==> config.mk <==
export PLATFORM = sky130hd
export DESIGN_NAME = mult16_arbiter
export DESIGN_NICKNAME = d
export VERILOG_FILES = /design/src/rtl/mult16_arbiter.sv
export SDC_FILE = /design/constraint.sdc
export NUM_CORES = 1
export LEC_CHECK = 0
export CAP_MARGIN = 30
export CORE_MARGIN = 3
export CORE_UTILIZATION = 37
export DETAILED_ROUTE_END_ITERATION = 8
export GPL_TIMING_DRIVEN = 0
export PLACE_DENSITY_LB_ADDON = 0.1
export SLEW_MARGIN = 10
export SYNTH_ARGS = -nofsm -noshare
export SYNTH_HDL_FRONTEND = slang
export SYNTH_SLANG_ARGS = --single-unit
==> constraint.sdc <==
create_clock -name clk -period 18.6 [get_ports clk]
set_clock_uncertainty 0.05 [all_clocks]
set_input_delay 5.58 -clock clk [delete_from_list [all_inputs] [get_ports clk]]
set_output_delay 5.58 -clock clk [all_outputs]
set_load 0.05 [all_outputs]
==> src/rtl/mult16_arbiter.sv <==
`default_nettype none
// ============================================================================
//  Module      : mult16_arbiter
//  Description : Two-requester round-robin arbiter feeding a 3-stage signed
//                16x16 multiplier (radix-4 Booth, carry-save compression,
//                final carry-propagate add). Valid/ready handshakes on both
//                sides; the entire pipeline freezes under output backpressure.
//  Revision    : 1.0 - initial release
// ============================================================================
module mult16_arbiter #(
    parameter int unsigned LAT = 3   // accept-to-result depth; only 3 is legal
) (
    input  logic        clk,
    input  logic        rst,
    input  logic        req0_valid,
    input  logic        req1_valid,
    output logic        req0_ready,
    output logic        req1_ready,
    input  logic [15:0] req0_a,
    input  logic [15:0] req0_b,
    input  logic [15:0] req1_a,
    input  logic [15:0] req1_b,
    output logic        out_valid,
    input  logic        out_ready,
    output logic [31:0] out_prod,
    output logic        out_id,
    output logic        idle
);

    // The pipeline holds at most one operation per stage.
    localparam logic [1:0] c_MAX_INFLIGHT = LAT[1:0];

    // ------------------------------------------------------------------
    // State
    // ------------------------------------------------------------------
    logic        rr_q;
    logic        rr_d;
    logic [1:0]  inflight_q;
    logic [1:0]  inflight_d;

    logic        s1_valid_q;
    logic        s1_id_q;
    logic [15:0] s1_a_q;
    logic [15:0] s1_b_q;

    logic        s2_valid_q;
    logic        s2_id_q;
    logic [31:0] s2_sum_q;
    logic [31:0] s2_carry_q;

    logic        s3_valid_q;
    logic        s3_id_q;
    logic [31:0] s3_prod_q;

    // ------------------------------------------------------------------
    // Combinational nets
    // ------------------------------------------------------------------
    logic        w_stall;
    logic        w_out_hs;
    logic        w_room;
    logic        w_grant0;
    logic        w_grant1;
    logic        w_accept;
    logic        w_acc_id;
    logic [15:0] w_acc_a;
    logic [15:0] w_acc_b;
    logic [31:0] w_a_ext;
    logic [7:0][31:0] w_pp;
    logic [31:0] w_csa_sum;
    logic [31:0] w_csa_carry;
    logic [31:0] w_csa_tmp;
    logic [31:0] w_final_sum;

    // ------------------------------------------------------------------
    // Handshake and arbitration
    // ------------------------------------------------------------------
    // A result sitting in S3 that the consumer refuses freezes everything.
    assign w_stall  = s3_valid_q & ~out_ready;
    assign w_out_hs = s3_valid_q & out_ready;

    // Occupancy guard: with all three stages full a new operand can only
    // enter when S3 is emptied in the same cycle. This is implied by the
    // stall rule but kept explicit so the pipeline can never overfill.
    assign w_room   = (inflight_q != c_MAX_INFLIGHT) | w_out_hs;

    // rr names the favoured requester; a lone requester always wins.
    assign w_grant0 = req0_valid & (~req1_valid | ~rr_q);
    assign w_grant1 = req1_valid & (~req0_valid |  rr_q);

    // Ready is only offered to a requester that is already valid, and is
    // forced low while reset is held.
    assign req0_ready = w_grant0 & ~w_stall & w_room & ~rst;
    assign req1_ready = w_grant1 & ~w_stall & w_room & ~rst;

    assign w_accept = req0_ready | req1_ready;
    assign w_acc_id = req1_ready;
    assign w_acc_a  = req1_ready ? req1_a : req0_a;
    assign w_acc_b  = req1_ready ? req1_b : req0_b;

    // Pointer moves to the other requester after every accept.
    assign rr_d = w_accept ? ~w_acc_id : rr_q;

    // In-flight counter: simultaneous accept and hand-off cancel out.
    always_comb begin
        inflight_d = inflight_q;
        case ({w_accept, w_out_hs})
            2'b10:   inflight_d = inflight_q + 2'd1;
            2'b01:   inflight_d = inflight_q - 2'd1;
            default: inflight_d = inflight_q;
        endcase
    end

    // ------------------------------------------------------------------
    // S1 -> S2: radix-4 Booth partial products of the registered operands
    // ------------------------------------------------------------------
    assign w_a_ext = {{16{s1_a_q[15]}}, s1_a_q};

    genvar gi;
    for (gi = 0; gi < 8; gi++) begin : g_booth
        logic [2:0]  w_grp;
        logic [31:0] w_mag;
        logic        w_neg;

        // Each digit looks at two multiplier bits plus the bit below them;
        // the lowest digit uses an implicit zero below bit 0.
        if (gi == 0) begin : g_first
            assign w_grp = {s1_b_q[1], s1_b_q[0], 1'b0};
        end else begin : g_rest
            assign w_grp = s1_b_q[2*gi+1 : 2*gi-1];
        end

        // Decode the Booth digit {-2,-1,0,+1,+2} into magnitude and sign.
        always_comb begin
            w_mag = '0;
            w_neg = 1'b0;
            case (w_grp)
                3'b001, 3'b010: w_mag = w_a_ext;
                3'b011:         w_mag = w_a_ext << 1;
                3'b100: begin
                    w_mag = w_a_ext << 1;
                    w_neg = 1'b1;
                end
                3'b101, 3'b110: begin
                    w_mag = w_a_ext;
                    w_neg = 1'b1;
                end
                default: begin
                    w_mag = '0;
                    w_neg = 1'b0;
                end
            endcase
        end

        // Everything is computed modulo 2^32; the true product fits, so
        // wrap-around in the intermediate terms cancels out exactly.
        assign w_pp[gi] = (w_neg ? (~w_mag + 32'd1) : w_mag) << (2 * gi);
    end

    // Fold the eight partial products into one sum/carry pair with a chain
    // of 3:2 carry-save compressors.
    always_comb begin
        w_csa_sum   = w_pp[0];
        w_csa_carry = w_pp[1];
        w_csa_tmp   = '0;
        for (int i = 2; i < 8; i++) begin
            w_csa_tmp   = w_csa_sum ^ w_csa_carry ^ w_pp[i];
            w_csa_carry = ((w_csa_sum & w_csa_carry) |
                           (w_csa_sum & w_pp[i])     |
                           (w_csa_carry & w_pp[i])) << 1;
            w_csa_sum   = w_csa_tmp;
        end
    end

    // ------------------------------------------------------------------
    // S2 -> S3: carry-propagate resolution of the compressed pair
    // ------------------------------------------------------------------
    assign w_final_sum = s2_sum_q + s2_carry_q;

    // ------------------------------------------------------------------
    // Sequential logic
    // ------------------------------------------------------------------
    // Control state: stage valid bits shift together unless stalled.
    always_ff @(posedge clk or posedge rst) begin
        if (rst) begin
            s1_valid_q <= 1'b0;
            s2_valid_q <= 1'b0;
            s3_valid_q <= 1'b0;
            rr_q       <= 1'b0;
            inflight_q <= 2'd0;
        end else begin
            if (!w_stall) begin
                s1_valid_q <= w_accept;
                s2_valid_q <= s1_valid_q;
                s3_valid_q <= s2_valid_q;
            end
            rr_q       <= rr_d;
            inflight_q <= inflight_d;
        end
    end

    // Datapath registers: each stage loads only when real data arrives, so
    // bubbles leave the previous contents untouched.
    always_ff @(posedge clk or posedge rst) begin
        if (rst) begin
            s1_id_q    <= 1'b0;
            s1_a_q     <= '0;
            s1_b_q     <= '0;
            s2_id_q    <= 1'b0;
            s2_sum_q   <= '0;
            s2_carry_q <= '0;
            s3_id_q    <= 1'b0;
            s3_prod_q  <= '0;
        end else if (!w_stall) begin
            if (w_accept) begin
                s1_id_q <= w_acc_id;
                s1_a_q  <= w_acc_a;
                s1_b_q  <= w_acc_b;
            end
            if (s1_valid_q) begin
                s2_id_q    <= s1_id_q;
                s2_sum_q   <= w_csa_sum;
                s2_carry_q <= w_csa_carry;
            end
            if (s2_valid_q) begin
                s3_id_q   <= s2_id_q;
                s3_prod_q <= w_final_sum;
            end
        end
    end

    // ------------------------------------------------------------------
    // Outputs
    // ------------------------------------------------------------------
    assign out_valid = s3_valid_q;
    assign out_prod  = s3_prod_q;
    assign out_id    = s3_id_q;
    assign idle      = (inflight_q == 2'd0);

endmodule
`default_nettype wire
**Nets reached from selected ports**

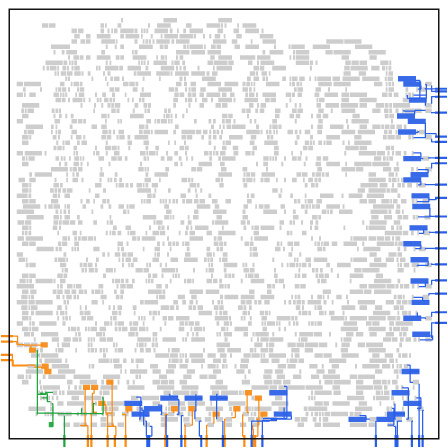
legend:
  green:
    port: req1_ready
    bits: 1
    direction: output
    edge: bottom
    end_cells: 1
    wire: 130 µm
  orange:
    port: req0_b
    bits: 16
    direction: input
    edge: 12 bottom, 4 left
    end_cells: 16
    wire: 316 µm
  blue:
    port: out_prod
    bits: 32
    direction: output
    edge: 18 right, 14 bottom
    end_cells: 32
    wire: 638 µm
Port Buffers: 105
IO Count: 106

**Wiring by layer**

Bar = 50 µm.
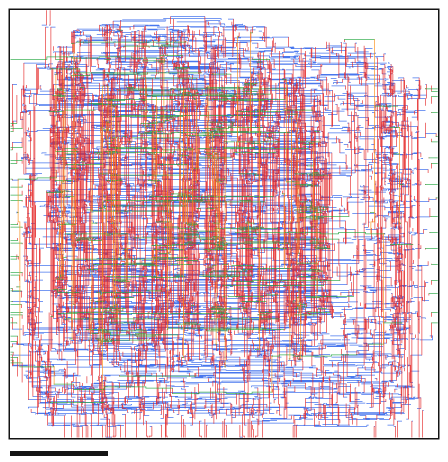
legend:
  blue:
    layer: met1
    wire_length: 29.4 mm
  orange:
    layer: met4
    wire_length: 3520 µm
  red:
    layer: met2
    wire_length: 32.4 mm
  green:
    layer: met3
    wire_length: 4460 µm
wire per inst: 25.5 µm
DR vias: 16200

**Ports around the boundary**

Pins as bars across the die edge, other pins in grey.
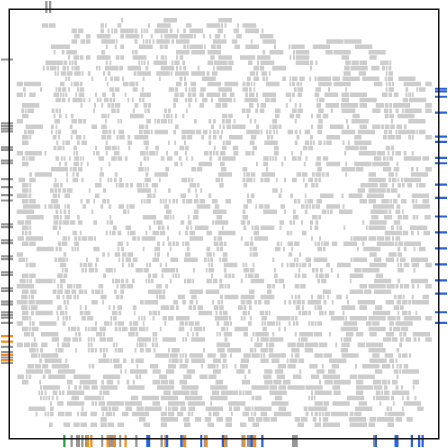
legend:
  green:
    port: req1_ready
    pins: 1
    direction: output
    edge: bottom
  blue:
    port: out_prod
    pins: 32
    direction: output
    edge: 18 right, 14 bottom
  orange:
    port: req0_b
    pins: 16
    direction: input
    edge: 12 bottom, 4 left
all pins by edge: 49 bottom, 37 left, 18 right, 2 top

**Clock network drawn from the DEF**

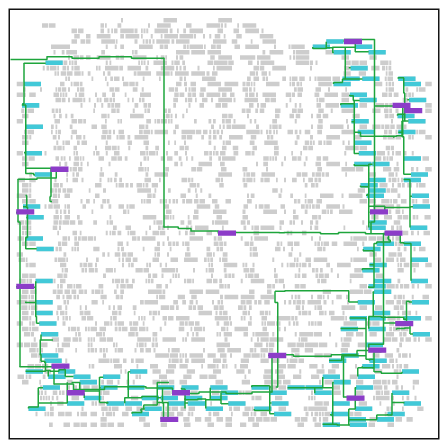
legend:
  purple:
    item: cells driving clock nets
    count: 17
  green:
    item: clock wires
    length: 2250 µm
  cyan:
    item: flip-flops
    count: 129
flops lie: spread over the die

**Placement view**

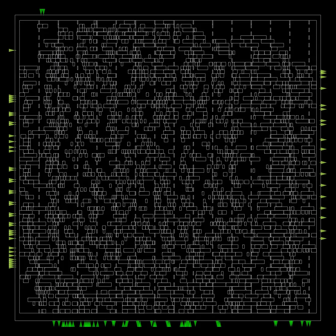
num rows: 77
final core utilization: 0.431
Tapcell Cnt: 592
non-filler instance count after layout: 2737
# fillers: 4603

==> flow_summary.ini <==
; generated from flow reports
[placement]
place.gp.congestion = 0.999

[clock_tree]
clk_latency_ns = 0.48

[cells_and_area]
comb_area_um2 = 12300
inv_count = 148
nClkBuffers = 17
finalNetCount = 2412
n_antenna_cell = 1
n_all_buffers = 268

[logic_synthesis]
synth-edff-count = 0
most_common_cell = nand2_1
ys_sh_mux = 0.0742

[global_routing]
grt_overflow = 0
use_met2 = 0.481

[setup_path]
crit_buf_inv = 4

[timing]
rsz0062_at_grt = no
setup_viol = 0

[route]
viasPerCell = 5.93

[hold_path]
min_from = out_prod[23]$_DFFE_PP0P_
min_to = out_prod[23]$_DFFE_PP0P_

[outcome]
outcome = finished clean
